Design uart_arbiter, sky130hd; sources not shown.
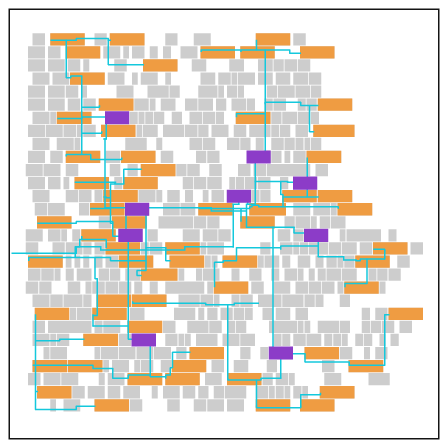
**Above:** run 1 (clock distribution).
Orange marks flip-flops, count 64. Cyan marks clock wires, length 841 µm. Purple marks clock-net drivers, count 9.
There are 10 routed clock nets. Position of the flops: widely spread.
part of the total power dissipated in the clock network: 22.6%
clock insertion delay at the later pin of the skew report: 0.34 ns
clock group total power: 0.739 mW

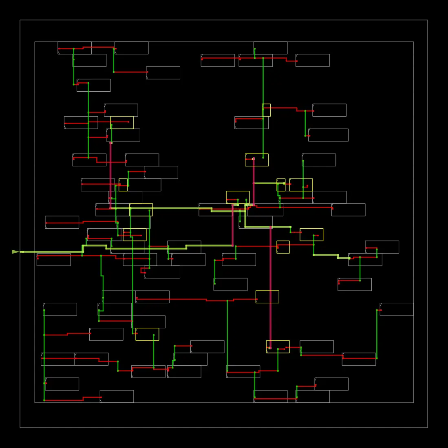
**Above:** run 1 (clock wiring as the flow saved it).
clock sink total: 64
layout sequential cell count: 64
number of buffers created by CTS: 9

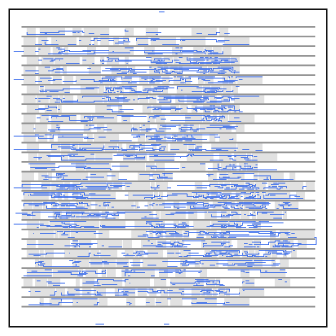
**Above:** run 1 (metal 1).
Supply wires on this layer in gray.
The longest straight run is 18.9 µm. The wires run mostly horizontal.
overall via count from detail_route: 3116
grt met1 use: 27.4%

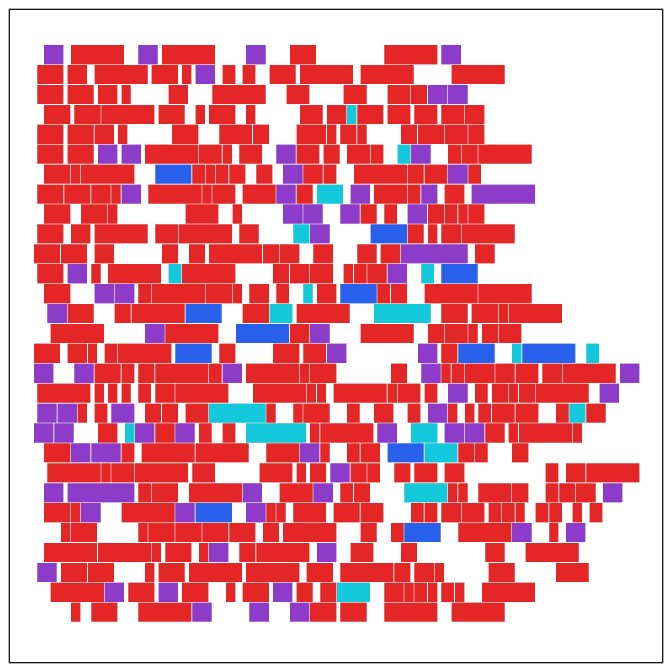
**Above:** run 1 (cell sizes after repair).
Red marks x1 and smaller, cells 355, share 77%. Cyan marks x2, cells 19, share 4.1%. Purple marks x3 and x4, cells 74, share 16%. Blue marks x6 and larger, cells 12, share 2.6%.
area added between synthesis and finish: 33.6%
final std cell area, no fill: 4330 µm²

==> impl_metrics.json, run 1 <==
{
  "run_status": "completed",
  "grt_remaining_overflow": 0,
  "post-dp-hpwl_um": 5670,
  "most-common-layout-cells": "buf_4, dfxtp_1, clkdlybuf4s50_1",
  "post_cts_hold_buffers": 0,
  "placement_rows": 29,
  "synth_unique_cells": 60,
  "layout.filler_cells": 537,
  "layout-drive-gt1-share_pct": 22.8,
  "reg2reg_setup_slack_ns": 0.05,
  "drt_drc_violations_left": 0,
  "grt_first_pass_wirelength_um": 13100,
  "syn_area_um2": 3240,
  "worstSetupPathType": "register to register",
  "slew_headroom_pct": 51.0,
  "path_clk_slew_ns": 0.07,
  "synth.top_cell.area_share_pct": 39.5,
  "drt-total-wl_um": 7830,
  "path_max_fanout": 5,
  "topCellsByArea": "dfxtp_1, mux2i_1, ha_1, a21oi_1, nor2_1",
  "stage_log_warnings": 35,
  "synthesis.instances": 364,
  "cts_tree": "yes",
  "die-area_um2": 7930,
  "portBuffers": 64,
  "hold_class": "register to register",
  "ys_ff": 64,
  "yosysWarnings": 0,
  "cts_htree_levels": 3,
  "vias_per_cell": 5.80,
  "ir_worst_vdd_uv": 555,
  "lay_top_count": "buf_4",
  "synth.yosys.seq_area_share_pct": 39.5,
  "cp.required_ns": 2.74,
  "power.total_mw": 3.27,
  "max_clock_freq_mhz": 396,
  "place.gp.congestion": 0.852,
  "power.density_nw_per_um2": 755,
  "design.core.area_um2": 6530,
  "max-clock-path-buffers": 2,
  "top_area_cell": "dfxtp_1"
}
run 1: synth_stat cells, types with 4 or more instances:
library cell	count
nor2_1	25
nand2_1	24
or3_1	5
a31oi_1	7
buf_2	6
a211oi_1	10
dfxtp_1	64
nand2b_1	4
o21ai_1	6
nand4_1	13
ha_1	12
o21ai_0	4
o211ai_1	7
clkbuf_1	10
nor3_1	9
nand3_1	11
nand3b_1	5
a21oi_1	19
a311oi_1	8
o31ai_1	10
nor2b_1	10
or4_1	4
mux2i_1	19
inv_1	15
run 1: critical path, delay by kind of cell (launching register included):
kind	cells	cell delay (ns)
buf+inv	2	0.14
fa+ha+maj	3	0.61
compound gates	1	0.21
simple gates	6	1.04
flops	1	0.36
run 1: repair_timing:
item / 4_1_cts / 5_1_grt
pin swaps: 1 / 12
buffers inserted: 0 / 3
gates resized: 1 / 6
endpoints found under the setup margin: 5 / 5
hold endpoints to repair: 0 / 0
run 1: routing by layer:
layer  share of wire [%]  up-vias  global-route usage, %
li1                    -     1563                      -
met3                 6.4        9                   6.64
met2                  47       97                   32.7
met1                  46     1447                   27.4
met4                0.75        0                   5.82
met5                   0        -                      0
run 1: metrics by stage:
step           setup slack, ns  cells  util (%)
2_1_floorplan         -0.00886    364         -
3_3_place_gp            -0.138    520      63.0
3_5_place_dp            -0.196    520      63.0
4_1_cts                 0.0481    534      65.6
5_1_grt                -0.0639    537      66.3
6_report                0.0474    537      66.3
run 1: area by class of cell:
class                      instances  area, µm²  area share [%]
multi-input combinational        263       1860            42.9
sequential                        64       1290            29.7
timing repair buffer             101        858            19.8
clock buffer                      10        138            3.18
tap                               77       96.3            2.22
inverter                          18       70.1            1.62
clock inverter                     4       22.5           0.520
run 1: cell families after synthesis:
family	share of synthesized area [%]
AND-OR/OR-AND	21.1
XOR/XNOR	0.810
adder cells (fa/ha/maj)	5.25
buffers and inverters	4.63
flip-flops	39.5
multiplexers	5.86
AND/OR/NAND/NOR	22.8
run 1: report_power, final:
group          switching, mW  internal [mW]
sequential            0.0601           1.09
clock                  0.379          0.360
combinational          0.934          0.450
**Run 1: cells colored by class**

The bar under the picture is 20 µm long.
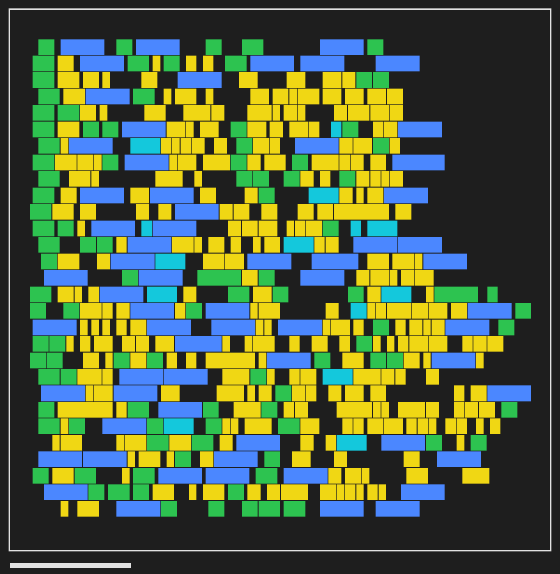

==> run 1 -> run 2 <==
- CORE_UTILIZATION: 47 -> 52
- PLACE_DENSITY: 0.77 -> 0.81
- clock period: 2.57 -> 2.8 ns (I/O delays scaled with it)
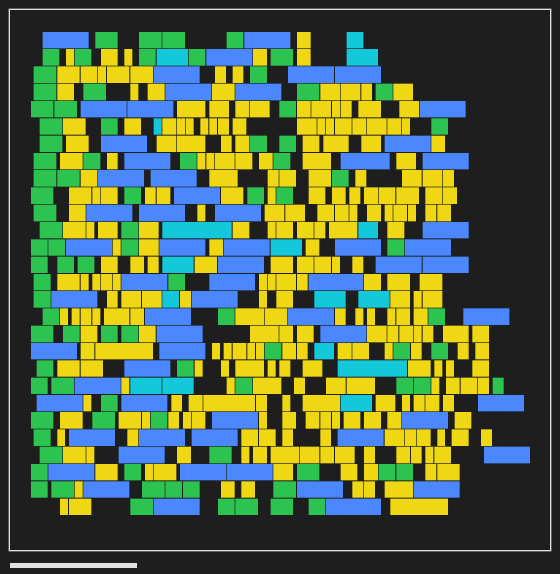
**Above:** run 2 (cells colored by class).
The bar under the picture is 20 µm long.
Blue marks registers, cells 64. Yellow marks remaining logic cells, cells 281. Cyan marks clock drivers and dummy loads, cells 16. Green marks remaining buffers and delay cells, cells 89.
# rows: 28
final std cell area, no fill: 4280 µm²
Seq/total area: 30.2%

==> run 2 against run 1 <==
  * Final area down 1.2%
  * Routed wire length up 1.6%
  * First-iteration DRC count fell by 9.1%
  * Sequential share of layout area grew 0.43 points
  * Register-to-register slack gained 0.11 ns
  * Clock power is 22% higher
  * Combinational power shrank about 10%
  * Global-route usage rose by 1.1 points
  * Critical endpoint is now timeout_count[2]$_SDFF_PP0_
  * Largest power group unchanged
==> impl_metrics.json, run 2 <==
{
  "place.gp.congestion": 0.850,
  "hold_class": "register to register",
  "drt_drc_violations_left": 0,
  "worst_skew_pair.late_latency_ns": 0.35,
  "power.density_nw_per_um2": 741,
  "ys_ff": 64,
  "cts_htree_levels": 3,
  "syn_area_um2": 3240,
  "area.combinational_um2": 1860,
  "lay_top_count": "dfxtp_1",
  "ys_sh_simple_pct": 22.8,
  "layout-drive-gt1-share_pct": 21.1,
  "top_area_cell": "dfxtp_1",
  "cp.required_ns": 2.97,
  "ir_worst_vdd_uv": 701,
  "max_clock_freq_mhz": 378,
  "max-clock-path-buffers": 2,
  "yosysWarnings": 0,
  "run_status": "completed",
  "synth.top_cell.area_share_pct": 39.5,
  "reg2reg_setup_slack_ns": 0.16,
  "yosys_xor_share_pct": 0.810,
  "grt_remaining_overflow": 0,
  "path_max_fanout": 5,
  "topCellsByArea": "dfxtp_1, mux2i_1, ha_1, a21oi_1, nor2_1",
  "slew_headroom_pct": 51.8,
  "vias_per_cell": 5.98,
  "layout-area-overhead-vs-synth_pct": 31.9,
  "design.core.area_um2": 5990,
  "reg_area_um2": 1290,
  "worstSetupPathType": "register to register",
  "die-area_um2": 7220,
  "path_clk_slew_ns": 0.08,
  "synth.yosys.seq_area_share_pct": 39.5
}
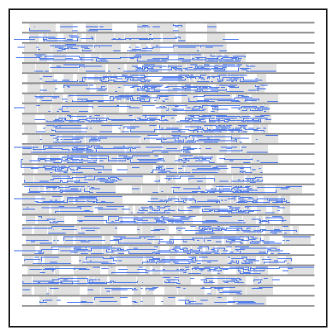
**Above:** run 2 (metal 1).
Supply wires on this layer in gray.
final wirelength: 7950 µm
overall via count from detail_route: 3140
grt met1 use: 28.8%

## run 2: stage by stage
stage	total power, mW	instances	setup WS (ns)	utilization (%)
finish	3.17	525	0.157	71.4
global route	3.33	525	-0.0326	71.4
CTS	3.16	521	0.00878	70.0
detailed placement	2.26	505	-0.101	66.2
global placement	2.24	505	-0.0148	66.2
floorplan	1.97	364	0.0399	-
## run 2: what timing repair did
item / 4_1_cts / 5_1_grt
endpoints found under the setup margin: 4 / 7
gates resized: 2 / 17
pin swaps: 1 / 8
hold endpoints to repair: 0 / 0
buffers inserted: 0 / 4
## run 2: where the power goes
group / switching, mW / internal, mW
logic: 0.849 / 0.369
registers: 0.0594 / 0.996
clock network: 0.392 / 0.506
total: 1.30 / 1.87
## run 2: cell families after synthesis
family / count (synthesis)
AND/OR/NAND/NOR: 133
AND-OR/OR-AND: 95
flip-flops: 64
buffers and inverters: 37
multiplexers: 19
adder cells (fa/ha/maj): 13
XOR/XNOR: 3
## run 2: routing by layer
| metal | vias up | routed length (µm) | track usage (%) |
|---|---|---|---|
| li1 | 1534 | - | - |
| met1 | 1477 | 3630 | 28.8 |
| met2 | 113 | 3640 | 34.0 |
| met3 | 16 | 539 | 6.12 |
| met4 | 0 | 143 | 8.06 |
| met5 | - | 0 | 0 |
## run 2: area by class of cell
| type | instances | area share, % |
|---|---|---|
| Multi-Input combinational cell | 263 | 43.5 |
| Sequential cell | 64 | 30.2 |
| Timing Repair Buffer | 89 | 17.4 |
| Clock buffer | 10 | 2.98 |
| Tap cell | 75 | 2.19 |
| Clock inverter | 6 | 2.16 |
| Inverter | 18 | 1.64 |
## run 2: worst max-delay path: stages, from the launching register on
cell	delay [ns]
dfxtp_2	0.35
inv_2	0.07
ha_1	0.14
nand4_1	0.14
nor3_2	0.24
nand2_1	0.13
fa_2	0.40
inv_2	0.08
ha_4	0.12
and3_4	0.18
and2_4	0.16
nand4_1	0.24
a21oi_1	0.21
No activity file was given, so power comes from the tool's default toggle rates.
